[src/rtl/axil_reg_rd_resp_if.sv]
// Purpose : bundles the AXI4-lite AR/R channels and the local register read port of axil_reg_rd_resp.
// Latency : none (signal container only).
// Backpressure: arready/rready on AXI side; the register port has no backpressure, only ack.
// Ports   : s_axil_ar*/s_axil_r* AXI-lite read channels, reg_rd_* register read request/response.
// Modports: slave = responder (the DUT), master = AXI initiator plus register target (the environment).
interface axil_reg_rd_resp_if #(
    parameter int DATA_WIDTH = 32,
    parameter int ADDR_WIDTH = 32
);
    logic [ADDR_WIDTH-1:0] s_axil_araddr;
    logic [2:0]            s_axil_arprot;
    logic                  s_axil_arvalid;
    logic                  s_axil_arready;
    logic [DATA_WIDTH-1:0] s_axil_rdata;
    logic [1:0]            s_axil_rresp;
    logic                  s_axil_rvalid;
    logic                  s_axil_rready;
    logic [ADDR_WIDTH-1:0] reg_rd_addr;
    logic [2:0]            reg_rd_prot;
    logic                  reg_rd_en;
    logic [DATA_WIDTH-1:0] reg_rd_data;
    logic                  reg_rd_ack;

    modport slave (
        input  s_axil_araddr, s_axil_arprot, s_axil_arvalid, s_axil_rready,
        input  reg_rd_data, reg_rd_ack,
        output s_axil_arready, s_axil_rdata, s_axil_rresp, s_axil_rvalid,
        output reg_rd_addr, reg_rd_prot, reg_rd_en
    );

    modport master (
        output s_axil_araddr, s_axil_arprot, s_axil_arvalid, s_axil_rready,
        output reg_rd_data, reg_rd_ack,
        input  s_axil_arready, s_axil_rdata, s_axil_rresp, s_axil_rvalid,
        input  reg_rd_addr, reg_rd_prot, reg_rd_en
    );
endinterface

[src/rtl/axil_reg_rd_resp.sv]
// Purpose : AXI4-lite read responder; turns one AR beat into a held register read request and returns one R beat.
// Latency : AR handshake -> reg_rd_en next cycle; ack -> rvalid next cycle (min AR-to-R 2 cycles, 1 read / 3 cycles).
// Backpressure: one read outstanding; arready low from AR accept until the R beat is taken; rvalid/rdata held until rready.
// Ports   : clk, rst (synchronous, active-high); bus = axil_reg_rd_resp_if.slave carrying AR/R and the reg_rd_* port.
// Option  : define AXIL_REG_RD_RESP_TIMEOUT_EN to answer SLVERR (rdata 0) when the register target does not
//           ack within TIMEOUT cycles; without it the request waits for ack indefinitely and rresp is always OKAY.
module axil_reg_rd_resp #(
    parameter int DATA_WIDTH = 32,
    parameter int ADDR_WIDTH = 32,
    parameter int STRB_WIDTH = DATA_WIDTH / 8,
    parameter int TIMEOUT    = 4
) (
    input  logic                clk,
    input  logic                rst,
    axil_reg_rd_resp_if.slave   bus
);
    localparam int ADDR_LSB = $clog2(STRB_WIDTH);
    localparam logic [ADDR_WIDTH-1:0] ADDR_LSB_MASK = ADDR_WIDTH'((64'd1 << ADDR_LSB) - 64'd1);

    localparam logic [1:0] RESP_OKAY   = 2'b00;
    localparam logic [1:0] RESP_SLVERR = 2'b10;

    // Elaboration guard on the configuration range.
    if (TIMEOUT < 1 || TIMEOUT > 255) begin : g_bad_timeout
        $error("axil_reg_rd_resp: TIMEOUT must be in 1..255");
    end

    typedef enum logic [1:0] {
        IDLE = 2'd0,
        REQ  = 2'd1,
        RESP = 2'd2
    } state_t;

    state_t                state_q;
    logic [ADDR_WIDTH-1:0] rd_addr_q;
    logic [2:0]            rd_prot_q;
    logic                  rd_en_q;
    logic [DATA_WIDTH-1:0] rdata_q;
    logic [1:0]            rresp_q;
    logic                  rvalid_q;
    logic                  arready;

`ifdef AXIL_REG_RD_RESP_TIMEOUT_EN
    localparam int CNT_W = $clog2(TIMEOUT + 1);
    logic [CNT_W-1:0] cnt_q;
`endif

    // arready is a pure function of state; it is also forced low while rst is
    // asserted so no address is accepted in a cycle that is being reset.
    assign arready = (state_q == IDLE) && !rst;

    always_ff @(posedge clk) begin
        if (rst) begin
            state_q   <= IDLE;
            rd_addr_q <= '0;
            rd_prot_q <= '0;
            rd_en_q   <= 1'b0;
            rdata_q   <= '0;
            rresp_q   <= RESP_OKAY;
            rvalid_q  <= 1'b0;
`ifdef AXIL_REG_RD_RESP_TIMEOUT_EN
            cnt_q     <= '0;
`endif
        end else begin
            case (state_q)
                IDLE: begin
                    if (bus.s_axil_arvalid && arready) begin
                        // Register targets decode whole words, so drop the byte offset.
                        rd_addr_q <= bus.s_axil_araddr & ~ADDR_LSB_MASK;
                        rd_prot_q <= bus.s_axil_arprot;
                        rd_en_q   <= 1'b1;
`ifdef AXIL_REG_RD_RESP_TIMEOUT_EN
                        // Counts down through the REQ cycles; zero marks the last one.
                        cnt_q     <= CNT_W'(TIMEOUT - 1);
`endif
                        state_q   <= REQ;
                    end
                end
                REQ: begin
                    // Ack is checked first so an ack in the final allowed cycle still returns data.
                    if (bus.reg_rd_ack) begin
                        rdata_q  <= bus.reg_rd_data;
                        rresp_q  <= RESP_OKAY;
                        rvalid_q <= 1'b1;
                        rd_en_q  <= 1'b0;
                        state_q  <= RESP;
                    end
`ifdef AXIL_REG_RD_RESP_TIMEOUT_EN
                    else if (cnt_q == '0) begin
                        rdata_q  <= '0;
                        rresp_q  <= RESP_SLVERR;
                        rvalid_q <= 1'b1;
                        rd_en_q  <= 1'b0;
                        state_q  <= RESP;
                    end else begin
                        cnt_q <= cnt_q - 1'b1;
                    end
`endif
                end
                RESP: begin
                    if (bus.s_axil_rready) begin
                        rvalid_q <= 1'b0;
                        state_q  <= IDLE;
                    end
                end
                default: begin
                    state_q  <= IDLE;
                    rd_en_q  <= 1'b0;
                    rvalid_q <= 1'b0;
                end
            endcase
        end
    end

    assign bus.s_axil_arready = arready;
    assign bus.s_axil_rdata   = rdata_q;
    assign bus.s_axil_rresp   = rresp_q;
    assign bus.s_axil_rvalid  = rvalid_q;
    assign bus.reg_rd_addr    = rd_addr_q;
    assign bus.reg_rd_prot    = rd_prot_q;
    assign bus.reg_rd_en      = rd_en_q;
endmodule

[src/flat_wrapper.sv]
// flat-port wrapper written by rule: the top's interface ports become plain ports
module axil_reg_rd_resp_flat 
#(
    parameter int DATA_WIDTH = 32,
    parameter int ADDR_WIDTH = 32,
    parameter int STRB_WIDTH = DATA_WIDTH / 8,
    parameter int TIMEOUT    = 4
)
  (clk, rst, bus_s_axil_araddr, bus_s_axil_arprot, bus_s_axil_arvalid, bus_s_axil_rready, bus_reg_rd_data, bus_reg_rd_ack, bus_s_axil_arready, bus_s_axil_rdata, bus_s_axil_rresp, bus_s_axil_rvalid, bus_reg_rd_addr, bus_reg_rd_prot, bus_reg_rd_en);
  axil_reg_rd_resp_if #(.DATA_WIDTH(DATA_WIDTH), .ADDR_WIDTH(ADDR_WIDTH)) bus_i ();
  input  logic clk;
  input  logic rst;
  input wire logic [$bits(bus_i.s_axil_araddr)-1:0] bus_s_axil_araddr;
  input wire logic [$bits(bus_i.s_axil_arprot)-1:0] bus_s_axil_arprot;
  input wire logic [$bits(bus_i.s_axil_arvalid)-1:0] bus_s_axil_arvalid;
  input wire logic [$bits(bus_i.s_axil_rready)-1:0] bus_s_axil_rready;
  input wire logic [$bits(bus_i.reg_rd_data)-1:0] bus_reg_rd_data;
  input wire logic [$bits(bus_i.reg_rd_ack)-1:0] bus_reg_rd_ack;
  output wire logic [$bits(bus_i.s_axil_arready)-1:0] bus_s_axil_arready;
  output wire logic [$bits(bus_i.s_axil_rdata)-1:0] bus_s_axil_rdata;
  output wire logic [$bits(bus_i.s_axil_rresp)-1:0] bus_s_axil_rresp;
  output wire logic [$bits(bus_i.s_axil_rvalid)-1:0] bus_s_axil_rvalid;
  output wire logic [$bits(bus_i.reg_rd_addr)-1:0] bus_reg_rd_addr;
  output wire logic [$bits(bus_i.reg_rd_prot)-1:0] bus_reg_rd_prot;
  output wire logic [$bits(bus_i.reg_rd_en)-1:0] bus_reg_rd_en;
  assign bus_i.s_axil_araddr = bus_s_axil_araddr;
  assign bus_i.s_axil_arprot = bus_s_axil_arprot;
  assign bus_i.s_axil_arvalid = bus_s_axil_arvalid;
  assign bus_i.s_axil_rready = bus_s_axil_rready;
  assign bus_i.reg_rd_data = bus_reg_rd_data;
  assign bus_i.reg_rd_ack = bus_reg_rd_ack;
  assign bus_s_axil_arready = bus_i.s_axil_arready;
  assign bus_s_axil_rdata = bus_i.s_axil_rdata;
  assign bus_s_axil_rresp = bus_i.s_axil_rresp;
  assign bus_s_axil_rvalid = bus_i.s_axil_rvalid;
  assign bus_reg_rd_addr = bus_i.reg_rd_addr;
  assign bus_reg_rd_prot = bus_i.reg_rd_prot;
  assign bus_reg_rd_en = bus_i.reg_rd_en;
  axil_reg_rd_resp #(.DATA_WIDTH(DATA_WIDTH), .ADDR_WIDTH(ADDR_WIDTH), .STRB_WIDTH(STRB_WIDTH), .TIMEOUT(TIMEOUT)) u_core (.clk(clk), .rst(rst), .bus(bus_i));
endmodule
[config.mk]
export PLATFORM = sky130hd
export DESIGN_NAME = axil_reg_rd_resp_flat
export DESIGN_NICKNAME = d
export VERILOG_FILES = /design/src/rtl/axil_reg_rd_resp_if.sv /design/src/rtl/axil_reg_rd_resp.sv /design/src/flat_wrapper.sv
export SDC_FILE = /design/constraint.sdc
export NUM_CORES = 1
export LEC_CHECK = 0
export CORE_MARGIN = 4
export CORE_UTILIZATION = 41
export DETAILED_ROUTE_END_ITERATION = 8
export GPL_ROUTABILITY_DRIVEN = 0
export GPL_TIMING_DRIVEN = 0
export PLACE_DENSITY_LB_ADDON = 0.12
export SYNTH_ARGS = -nofsm -noshare
export SYNTH_HDL_FRONTEND = slang
export SYNTH_SLANG_ARGS = --single-unit
[constraint.sdc]
create_clock -name clk -period 1.25 [get_ports clk]
set_input_delay 0.3125 -clock clk [delete_from_list [all_inputs] [get_ports clk]]
set_output_delay 0.3125 -clock clk [all_outputs]
set_load 0.05 [all_outputs]
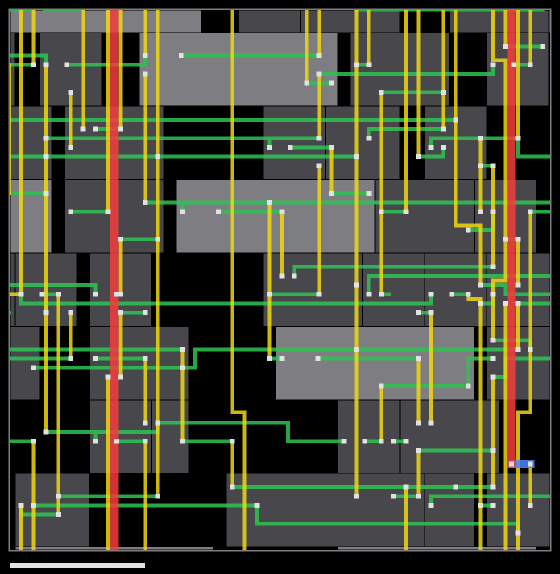
detail.png
Bar = 5 microns. Region (38, 57) to (58, 77) microns. Cells in gray, sequential cells in the stronger gray; small squares are vias.
Red is metal 4. Green is metal 1. Blue is metal 3. Yellow is metal 2.
Sequential cells in the window: 3. Netlist names of flops here include `u_core.bus.reg_rd_addr` (3). 29 logic cells have their middle in the window. Most frequent: nand2b_1 (11), mux2i_1 (5), buf_4 (4).

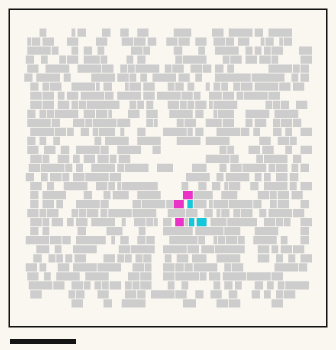
logic_types.png
Bar = 20 microns.
Cyan is inverting AOI/OAI gates, cells 3, most used o21ai_0. Magenta is AND-OR and OR-AND gates, cells 3, most used a22o_1.

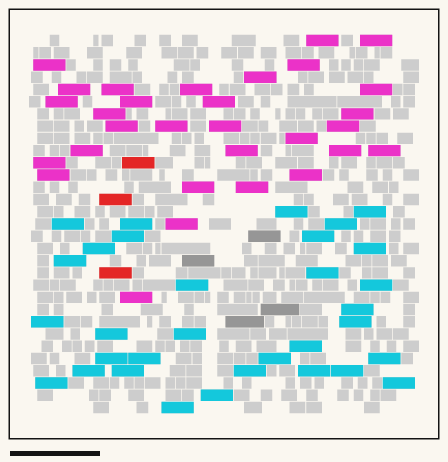
flops_by_reg.png
Bar = 20 microns.
Magenta is `u_core.bus.reg_rd_addr`, flops 30. Cyan is `u_core.bus.s_axil_rdata`, flops 32. Red is `u_core.bus.reg_rd_prot`, flops 3.

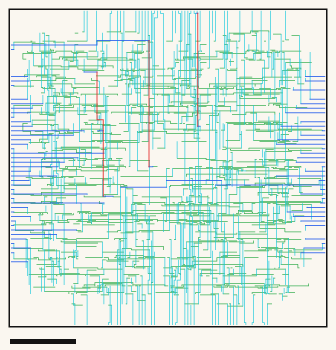
wires.png
Bar = 20 microns.
Blue is metal 3, wire length 667 microns. Green is metal 1, wire length 3600 microns. Red is metal 4, wire length 111 microns. Cyan is metal 2, wire length 3830 microns.

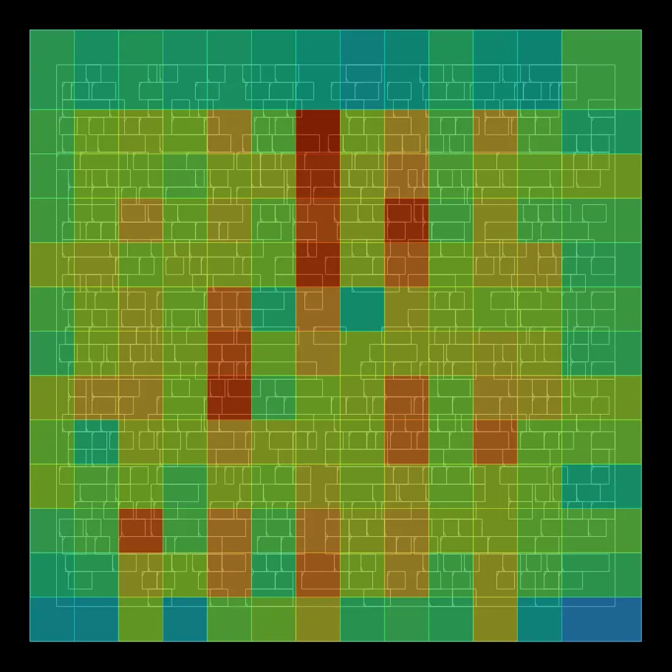
congestion.png
post-DR wirelength/cell: 14.3 microns
final core utilization: 0.684

## cell type report
type	instances	area [sq um]	area share
plain buffers	26	235	0.0469
inverters	1	3.75	0.000749
clock buffers	12	135	0.0270
flip-flops and latches	69	1390	0.277
well taps	99	124	0.0247
clock inverters	4	72.6	0.0145
multi-input cells	212	1590	0.316
repair buffers	151	1470	0.293
## power by group
part           internal, mW  switching, mW  total [mW]
Sequential             2.33         0.0803        2.41
Combinational         0.752          0.847        1.60
Clock                  1.12          0.846        1.97
Total                  4.21           1.77        5.98
## per-layer routing
layer / up-vias / GRT usage / wire, microns
met5: - / 0 / 0
met4: 0 / 0.0697 / 111
met3: 7 / 0.0592 / 667
met2: 86 / 0.273 / 3830
met1: 1172 / 0.218 / 3600
li1: 1308 / - / -
## cells by family (layout without fill, tap and decap cells)
kind of cell | Yosys count | after routing | share of synthesized area
AND-OR/OR-AND | 6 | 6 | 0.0141
flip-flops | 69 | 69 | 0.443
other | 1 | 4 | 0.00120
buffers and inverters | 28 | 194 | 0.0574
AND/OR/NAND/NOR | 137 | 137 | 0.275
multiplexers | 65 | 65 | 0.209
## flip-flops by register name, summed over array words and instances (netlist names)
| name | flops |
|---|---|
| u_core.state_q | 2 |
| u_core.bus.reg_rd_addr | 30 |
| u_core.bus.s_axil_rdata | 32 |
| u_core.bus.reg_rd_prot | 3 |
| u_core.bus.s_axil_rvalid | 1 |
| u_core.bus.reg_rd_en | 1 |
## repair_timing
item | CTS | global route
hold endpoints to repair | 0 | 0
cloned | 2 | 4
resized | 407 | 37
pin swaps | 0 | 2
endpoints found under the setup margin | 128 | 83
setup buffers | 4 | 5
## how the worst max path moves through the flow
stage                      start            endpoint  slack [ns]
2_1_floorplan                rst  bus_s_axil_arready        -0.1
3_3_place_gp                 rst  bus_s_axil_arready       -0.66
3_5_place_dp                 rst  bus_s_axil_arready       -0.68
4_1_cts        u_core.state_q[0]  bus_s_axil_arready       -0.14
5_1_grt        u_core.state_q[0]  bus_s_axil_arready       -0.16
6_report       u_core.state_q[0]  bus_s_axil_arready       -0.12
## Yosys cell counts
| cell | number |
|---|---|
| buf_2 | 2 |
| nor2_1 | 1 |
| nor3b_1 | 2 |
| nand2b_1 | 130 |
| mux2i_1 | 65 |
| clkbuf_1 | 13 |
| conb_1 | 1 |
| a2111oi_0 | 1 |
| buf_4 | 5 |
| nor2b_1 | 2 |
| a22o_1 | 2 |
| buf_6 | 7 |
| nor3_1 | 1 |
| dfxtp_1 | 69 |
| o21a_1 | 1 |
| o21ai_0 | 2 |
| inv_1 | 1 |
| and3b_1 | 1 |
==> results.yml <==
# implementation run metrics
timing:
  period_used_share: 1.10
  holdWs_ns: 0.246
  finalSetupViolations: 1
  rsz0062_at_grt: "yes"
  setup_ws_ns: -0.122
  finClkSkew_ns: 0.00837
critical_path:
  path_buffers: 1
  reg2regPathDepth: 5
  worstReg2RegStart: "u_core.state_q[1]"
  critPathTopFamily: "flip-flops"
  crit_path_start_kind: "flop"
  critical_path.max_stage_delay_ns: 0.37
logic_synthesis:
  ys_types: 18
  yosys_cells: 306
floorplan:
  fp_util: 0.425
  rows: 31
  die_w_microns: 95.2
  core_sq_mm: 0.00733
  boundaryPins: 144
global_route:
  grt_use_total: 0.174
  grt_pass1_wl_microns: 12200
  antenna_found_initial: 0
job:
  maxCapViolCount: 0
  warning_count: 31
clock_tree:
  cts_buffers: 9
  clock_insertion_delay_worst_skew_ns: 0.34
  cts.sinks: 69
layout:
  antennaDiodeCount: 0
  nFillCells: 621
worst_hold_path:
  min_to: "u_core.state_q[0]"
status:
  violations: "negative setup slack"
  status: "complete, but fails checks"
power:
  p_leak_nw: 2.09
  power_mw: 5.98
  power.density_mw_per_mm2: 1190
  ir_worst_vdd_uv: 659
routing:
  drc: 0
  ant_nets: 0
Power is estimated from default activity; no workload was simulated.
